$ cat config.mk
export PLATFORM = sky130hd
export DESIGN_NAME = addsubmax_pipe
export DESIGN_NICKNAME = d
export VERILOG_FILES = /design/src/rtl/addsubmax_pkg.sv /design/src/rtl/addsubmax_core.sv /design/src/rtl/addsubmax_pipe.sv
export SDC_FILE = /design/constraint.sdc
export NUM_CORES = 1
export LEC_CHECK = 0
export CAP_MARGIN = 30
export CORE_ASPECT_RATIO = 1.5
export CORE_MARGIN = 3
export CORE_UTILIZATION = 62
export CTS_BUF_LIST = sky130_fd_sc_hd__clkbuf_2 sky130_fd_sc_hd__clkbuf_4 sky130_fd_sc_hd__clkbuf_8
export CTS_CLUSTER_SIZE = 12
export DETAILED_ROUTE_END_ITERATION = 12
export PLACE_DENSITY = 0.95
export REMOVE_ABC_BUFFERS = 1
export SETUP_SLACK_MARGIN = 0.3
export SLEW_MARGIN = 20
export SYNTH_ARGS = -nofsm -noshare
export SYNTH_HDL_FRONTEND = slang
export SYNTH_SLANG_ARGS = --single-unit
$ cat constraint.sdc
create_clock -name clk -period 6.3 [get_ports clk]
set_input_delay 1.26 -clock clk [delete_from_list [all_inputs] [get_ports clk]]
set_output_delay 1.26 -clock clk [all_outputs]
set_load 0.005 [all_outputs]
$ cat src/rtl/addsubmax_pkg.sv
// Shared encodings for the add/sub/max pipeline: op codes and flag bit positions.
package addsubmax_pkg;

  typedef enum logic [1:0] {
    OP_PASS = 2'b00,
    OP_ADD  = 2'b01,
    OP_SUB  = 2'b10,
    OP_MAX  = 2'b11
  } op_e;

  localparam int FLAG_CARRY = 0;
  localparam int FLAG_OVF   = 1;
  localparam int FLAG_ZERO  = 2;
  localparam int FLAG_W     = 3;

endpackage

$ cat src/rtl/addsubmax_core.sv
// Combinational add/sub/max datapath with carry/overflow detection and optional clamping.
module addsubmax_core
  import addsubmax_pkg::*;
#(
  parameter int WIDTH    = 16,
  parameter bit SIGNED   = 1'b0,
  parameter bit SATURATE = 1'b0
) (
  input  logic [WIDTH-1:0] a,
  input  logic [WIDTH-1:0] b,
  input  logic [1:0]       op,
  output logic [WIDTH-1:0] r,
  output logic             carry,
  output logic             ovf
);

  logic        [WIDTH:0]   sum;
  logic        [WIDTH:0]   diff;
  logic signed [WIDTH-1:0] a_s;
  logic signed [WIDTH-1:0] b_s;
  logic                    a_ge_b;
  logic                    add_sovf;
  logic                    sub_sovf;

  function automatic logic [WIDTH-1:0] sat_value(input logic is_sub, input logic sign_a);
    if (SIGNED)
      return sign_a ? {1'b1, {(WIDTH-1){1'b0}}} : {1'b0, {(WIDTH-1){1'b1}}};
    return is_sub ? {WIDTH{1'b0}} : {WIDTH{1'b1}};
  endfunction

  // Subtraction as a + ~b + 1 so the top bit is a "no borrow" indicator.
  assign sum  = {1'b0, a} + {1'b0, b};
  assign diff = {1'b0, a} + {1'b0, ~b} + {{WIDTH{1'b0}}, 1'b1};
  assign a_s  = a;
  assign b_s  = b;

  assign a_ge_b   = SIGNED ? (a_s >= b_s) : (a >= b);
  assign add_sovf = (a[WIDTH-1] == b[WIDTH-1]) && (sum[WIDTH-1] != a[WIDTH-1]);
  assign sub_sovf = (a[WIDTH-1] != b[WIDTH-1]) && (diff[WIDTH-1] != a[WIDTH-1]);

  always_comb begin
    r     = a;
    carry = 1'b0;
    ovf   = 1'b0;
    case (op_e'(op))
      OP_ADD: begin
        r     = sum[WIDTH-1:0];
        carry = sum[WIDTH];
        ovf   = SIGNED ? add_sovf : sum[WIDTH];
      end
      OP_SUB: begin
        r     = diff[WIDTH-1:0];
        carry = diff[WIDTH];
        ovf   = SIGNED ? sub_sovf : !diff[WIDTH];
      end
      OP_MAX:  r = a_ge_b ? a : b;
      default: r = a;
    endcase
    if (SATURATE && ovf)
      r = sat_value(op == OP_SUB, a[WIDTH-1]);
  end

endmodule

$ cat src/rtl/addsubmax_pipe.sv
// Two-stage add/sub/max unit with valid/ready on both sides, one op per cycle.
module addsubmax_pipe
  import addsubmax_pkg::*;
#(
  parameter int WIDTH    = 16,
  parameter bit SIGNED   = 1'b0,
  parameter bit SATURATE = 1'b0
) (
  input  logic             clk,
  input  logic             rst_n,
  input  logic             in_valid,
  output logic             in_ready,
  input  logic [WIDTH-1:0] a,
  input  logic [WIDTH-1:0] b,
  input  logic [1:0]       op,
  output logic             out_valid,
  input  logic             out_ready,
  output logic [WIDTH-1:0] m,
  output logic             carry,
  output logic             ovf,
  output logic             zero
);

  logic              vld_p1;
  logic              vld_p2;
  logic [WIDTH-1:0]  a_p1;
  logic [WIDTH-1:0]  b_p1;
  logic [1:0]        op_p1;
  logic [WIDTH-1:0]  r_p1;
  logic              carry_p1;
  logic              ovf_p1;
  logic [FLAG_W-1:0] flags_p1;
  logic [WIDTH-1:0]  m_p2;
  logic [FLAG_W-1:0] flags_p2;
  logic              adv1;
  logic              adv2;

  // Stall chain is combinational from out_ready so a full pipe still moves every cycle.
  assign adv2     = !vld_p2 || out_ready;
  assign adv1     = !vld_p1 || adv2;
  assign in_ready = adv1;

  // Stage 1: operand capture
  always_ff @(posedge clk) begin
    if (adv1 && in_valid) begin
      a_p1  <= a;
      b_p1  <= b;
      op_p1 <= op;
    end
  end

  addsubmax_core #(
    .WIDTH    (WIDTH),
    .SIGNED   (SIGNED),
    .SATURATE (SATURATE)
  ) u_core (
    .a     (a_p1),
    .b     (b_p1),
    .op    (op_p1),
    .r     (r_p1),
    .carry (carry_p1),
    .ovf   (ovf_p1)
  );

  always_comb begin
    flags_p1             = '0;
    flags_p1[FLAG_CARRY] = carry_p1;
    flags_p1[FLAG_OVF]   = ovf_p1;
    flags_p1[FLAG_ZERO]  = (r_p1 == '0);
  end

  // Stage 2: result and flags; cleared on reset so nothing stale is ever presented
  always_ff @(posedge clk) begin
    if (!rst_n) begin
      vld_p1   <= 1'b0;
      vld_p2   <= 1'b0;
      m_p2     <= '0;
      flags_p2 <= '0;
    end else begin
      if (adv1)
        vld_p1 <= in_valid;
      if (adv2)
        vld_p2 <= vld_p1;
      if (adv2 && vld_p1) begin
        m_p2     <= r_p1;
        flags_p2 <= flags_p1;
      end
    end
  end

  assign out_valid = vld_p2;
  assign m         = m_p2;
  assign carry     = flags_p2[FLAG_CARRY];
  assign ovf       = flags_p2[FLAG_OVF];
  assign zero      = flags_p2[FLAG_ZERO];

endmodule

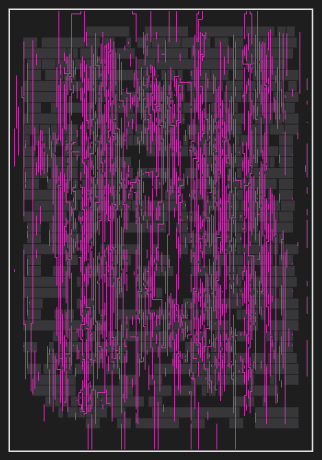
Fig. 1. The metal 2 layer (run 1).
(4 px per um)
- longest straight run: 70.7 um
- main direction: vertical

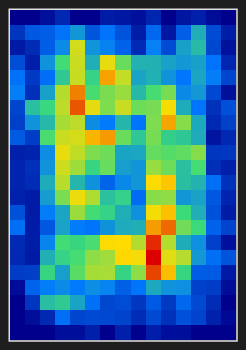
Fig. 2. Routed metal per tile (run 1).
(3 px per um) 15 x 22 tiles, from dark blue (low) to red (high), scaled to the fullest tile. Values are wire area over tile area, all layers added.
- mean over tiles: 0.27
- densest ninth of the die: centre
- nearly empty tiles: 5.5%
- fullest tile: 0.82
- tiles over half the peak: 26%
global router's overall resource usage: 32.18%
DR vias: 4381

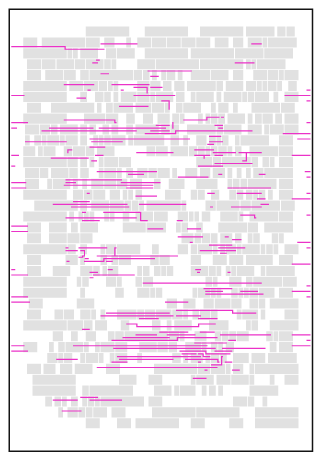
Fig. 3. Signal wires on met3 (run 1).
(4 px per um)
- longest straight run: 33.4 um
- wire length on this layer: 1200 um
- main direction: horizontal
- nets with wire on the layer: 132
- share of all routed wire: 9.2%
GR Util met3: 6.897%
DRT Wirelength: 13.01 mm

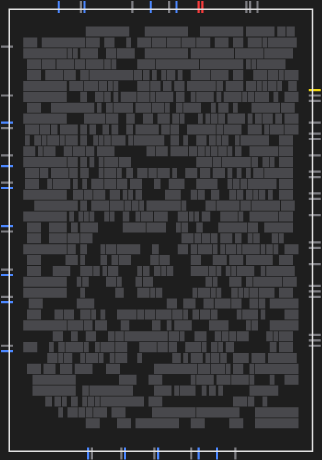
Fig. 4. I/O pins on the die edge (run 1).
(4 px per um) Pins as bars across the die edge, other pins in grey.
- blue: a (pins 16; direction input; edge 7 left, 5 bottom, 4 top)
- yellow: out_valid (pins 1; direction output; edge right)
- red: op (pins 2; direction input; edge top)

## run 1: routing by layer
| metal | vias up | part of all wire, % | global-route usage (%) |
|---|---|---|---|
| met4 | 0 | 4.4 | 15.75 |
| met5 | - | 0 | 0 |
| met3 | 52 | 9.2 | 6.897 |
| li1 | 2002 | - | - |
| met1 | 2014 | 37 | 38.05 |
| met2 | 313 | 49 | 54.02 |
## run 1: worst max-delay path: stages, from the launching register on
cell and delay (ns):
sky130_fd_sc_hd__edfxtp_1 0.46, sky130_fd_sc_hd__ha_1 0.50, sky130_fd_sc_hd__nor3_1 0.35, sky130_fd_sc_hd__o2111ai_1 0.17, sky130_fd_sc_hd__a21oi_1 0.56, sky130_fd_sc_hd__o31ai_1 0.25
sky130_fd_sc_hd__mux2_1 0.26, sky130_fd_sc_hd__a41oi_1 0.14, sky130_fd_sc_hd__a2111oi_0 0.74, sky130_fd_sc_hd__nand4_1 0.19, sky130_fd_sc_hd__o41ai_2 0.22
## run 1: flip-flops by register name, indices dropped and copies added, names as in the netlist
| register | flops |
|---|---|
| a_p1 | 16 |
| out_valid | 1 |
| b_p1 | 16 |
| op_p1 | 2 |
| flags_p2 | 3 |
| vld_p1 | 1 |
| m | 16 |
## run 1: layout by cell type (no fill, tap or decap), drive strengths merged, types with 10 or more instances in the layout
| cell type | netlist | routed |
|---|---|---|
| dfxtp | 21 | 21 |
| nand3 | 17 | 17 |
| o21ai | 25 | 25 |
| nor3 | 19 | 19 |
| inv | 42 | 43 |
| a21oi | 37 | 37 |
| nand2 | 52 | 52 |
| edfxtp | 34 | 34 |
| ha | 36 | 36 |
| nor2 | 39 | 39 |
| a31oi | 10 | 10 |
| clkdlybuf4s50 | 0 | 58 |
==> metrics.yaml, run 1 <==
synth:
  yosys_area_um2: 4481
  ff_type: "sky130_fd_sc_hd__edfxtp_1"
  post_synth_xor_area_fraction_pct: 1.368
  ys_top_cells_by_area: "sky130_fd_sc_hd__edfxtp_1 (23%), sky130_fd_sc_hd__ha_1 (10%), sky130_fd_sc_hd__dfxtp_1 (9.4%), sky130_fd_sc_hd__nand2_1 (4.4%), sky130_fd_sc_hd__a21oi_1 (3.8%)"
  post_synthesis_sequential_element_count: 55
  yosysTopAreaCellShare_pct: 22.79
status:
  outcome: "finished clean"
placement:
  dp_hpwl_mm: 9.919
  gp_congestion: 0.9819
  place_inst: 625
floorplan:
  fp-row-count: 37
  design.portCount: 59
  die_width_um: 75.41
clocking:
  cts.sinks: 55
  numCtsBuffers: 5
final_layout:
  flops: 55
  layout.nets: 630
  area_share_clock_buf_inv_pct: 1.713
  top_area_cell_class: "multi-input combinational cells"
drt:
  drtAntennaViolNets: 0
  viasPerCell: 6.921
  drt-wirelength-per-cell_um: 20.56
timing:
  setup_repair_after_global_routing_missed_its_margin: "false"
  finalClockPeriodUsage_pct: 62.55
  timing.final.setup_violations: 0
  maxSlewViolCount: 0
worst_hold_path:
  hold-path-endpoint: "m[6]"
pwr:
  power.combinational.total_w: 0.000343
  p_per_area_nw_per_um2: 189.1
critical_path:
  r2r-start: "a_p1[8]"
global_route:
  grt_start_max_net_pins: 35
Fig. 5: run 1, routing congestion
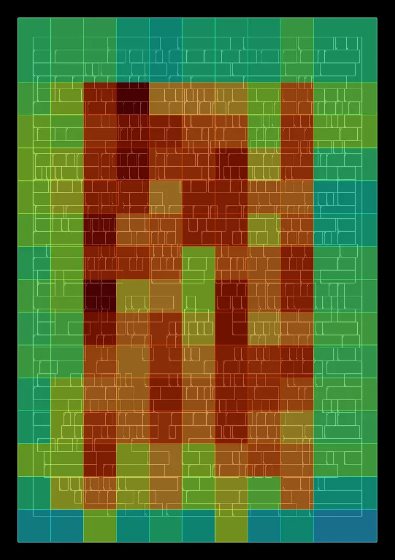

--- run 2 (diff from run 1) ---
- CORE_UTILIZATION: 62 -> 58
- PLACE_DENSITY: 0.95 -> 0.91
- clock period: 6.3 -> 4.02 ns (I/O delays scaled with it)
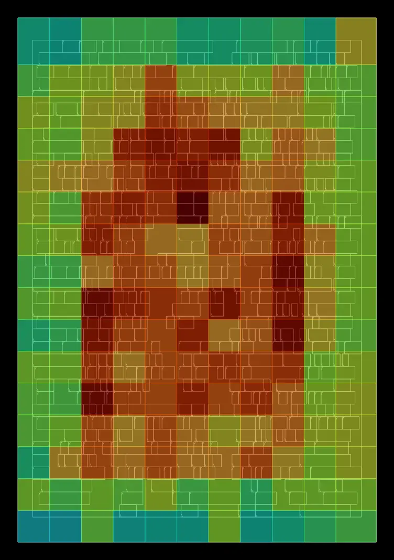
Fig. 6. Routing congestion (run 2).
GR Util met3: 4.186%
M1 GR Usage: 37.78%

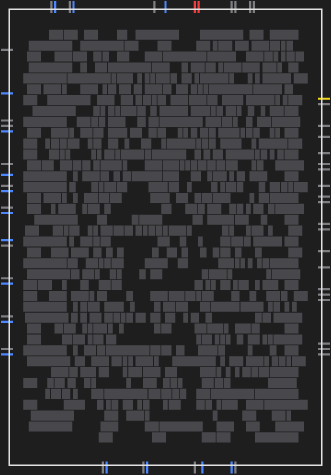
Fig. 7. I/O pins on the die edge (run 2).
(4 px per um) Pins as bars across the die edge, other pins in grey.
- yellow: out_valid (pins 1; direction output; edge right)
- red: op (pins 2; direction input; edge top)
- blue: a (pins 16; direction input; edge 9 left, 4 bottom, 3 top)
- all pins by edge: 20 right, 19 left, 12 top, 8 bottom
overall die height: 113.6 um
count of port buffers added during placement: 58
die boundary width: 77.77 um

==> run 2 against run 1 <==
Synthesized cell count is the same. Clock skew grew 0.0095 ns. Hold slack gained 0.010 ns. Total power grew 61%. Critical path type unchanged. Critical endpoint unchanged.
==> metrics.yaml, run 2 <==
floorplan:
  fp-row-count: 38  # +2.7%
  design.portCount: 59  # unchanged
synth:
  ff_type: "sky130_fd_sc_hd__edfxtp_1"
  ys_top_cells_by_area: "sky130_fd_sc_hd__edfxtp_1 (23%), sky130_fd_sc_hd__ha_1 (10%), sky130_fd_sc_hd__dfxtp_1 (9.4%), sky130_fd_sc_hd__nand2_1 (4.4%), sky130_fd_sc_hd__a21oi_1 (3.8%)"
  yosysTopAreaCellShare_pct: 22.79  # unchanged
  ys_seq_share_pct: 32.17
  post_synthesis_sequential_element_count: 55  # unchanged
  synth.lib_cells_used.distinct: 85
  yosys_area_um2: 4481  # unchanged
status:
  outcome: "finished clean"
placement:
  gp_congestion: 0.9802  # -0.17%
  placed_cell_area_um2: 5129
  place_inst: 657  # +5.1%
  dp_hpwl_mm: 10.54  # +6.2%
worst_hold_path:
  hp-class: "reg2reg"
drt:
  viasPerCell: 6.554  # -5.3%
  drt-wirelength-per-cell_um: 20.61  # +0.26%
  dr_vias: 4378  # -0.068%
  drtAntennaViolNets: 0  # unchanged
  finalWirelength_mm: 13.77  # +5.8%
timing:
  setup_repair_after_global_routing_missed_its_margin: "false"
  maxSlewViolCount: 0  # unchanged
  finalClockPeriodUsage_pct: 89.92  # +27 points
clocking:
  numCtsBuffers: 5  # unchanged
  cts.sinks: 55  # unchanged
critical_path:
  critical-path-top-delay-family: "AND-OR/OR-AND gates"
  cp_slowest_cell: "sky130_fd_sc_hd__edfxtp_1"
  cell_mode_on_critical_path: "sky130_fd_sc_hd__o211ai_1"
  critical_path.n_buffers_inverters: 1  # +1
  crit_chain: "ha_1 -> fa_1 -> nor2b_1 -> o211ai_1 -> buf_4 -> nand2_1 -> a221o_1 -> o211ai_1 -> o311ai_0 -> nor4b_2 -> nand4_1 -> o41ai_2"
  worst_path_largest_cell_delay_ns: 0.47  # -0.27 ns
pwr:
  power.combinational.total_w: 0.000569  # +66%
  totalPowerFinal_w: 0.001554
  p_per_area_nw_per_um2: 295.3  # +56%
final_layout:
  most-common-layout-cells: "sky130_fd_sc_hd__clkdlybuf4s50_1 (58), sky130_fd_sc_hd__nand2_1 (52), sky130_fd_sc_hd__inv_1 (40)"
  layout.nets: 643  # +2.1%
  lay_top_count: "sky130_fd_sc_hd__clkdlybuf4s50_1"
global_route:
  grt_usage_pct: 31.14  # -1.0 points
==> run 2: cell counts after synthesis <==
Identical to the previous run, type by type.
==> run 2: logic make-up (layout without fill, tap and decap cells) <==
group | Yosys count | count (layout) | share of synthesized area, %
AND/OR/NAND/NOR | 177 | 177 | 20.11
AND-OR/OR-AND | 158 | 158 | 26.31
buffers and inverters | 74 | 124 | 6.981
flip-flops | 55 | 55 | 32.17
adder cells (fa/ha/maj) | 38 | 38 | 10.95
multiplexers | 9 | 9 | 2.122
XOR/XNOR | 7 | 7 | 1.368
==> run 2: repair_timing <==
item / 4_1_cts / 5_1_grt
resized: 0 / 3
setup buffers: 0 / 2
endpoints found under the setup margin: 0 / 1
==> run 2: final cells by class <==
| cell class | count | area, um^2 | area share, % |
|---|---|---|---|
| timing repair buffer | 74 | 708.2 | 13.46 |
| multi-input combinational | 389 | 2743 | 52.12 |
| sequential | 55 | 1441 | 27.39 |
| tap | 100 | 125.1 | 2.378 |
| clock buffer | 6 | 76.32 | 1.450 |
| inverter | 42 | 157.7 | 2.996 |
| clock inverter | 2 | 11.26 | 0.2140 |
==> run 2: metal layers <==
layer,vias up,global-route usage [%],share of wire [%]
li1,2024,-,-
met1,2039,37.78,38
met2,255,53.09,50
met3,60,4.186,7.5
met4,0,16.75,5.3
met5,-,0,0
==> run 2: worst paths after layout <==
path | startpoint | end | slack, ns | cells after the start
max | a_p1[0] | flags_p2[2] | 0.41 | 12
min reg2reg | m[8] | m[8] | 0.47 | 2
max reg2reg | a_p1[0] | flags_p2[2] | 0.41 | 12
min | m[8] | m[8] | 0.47 | 2
Power and IR drop assume default switching activity.
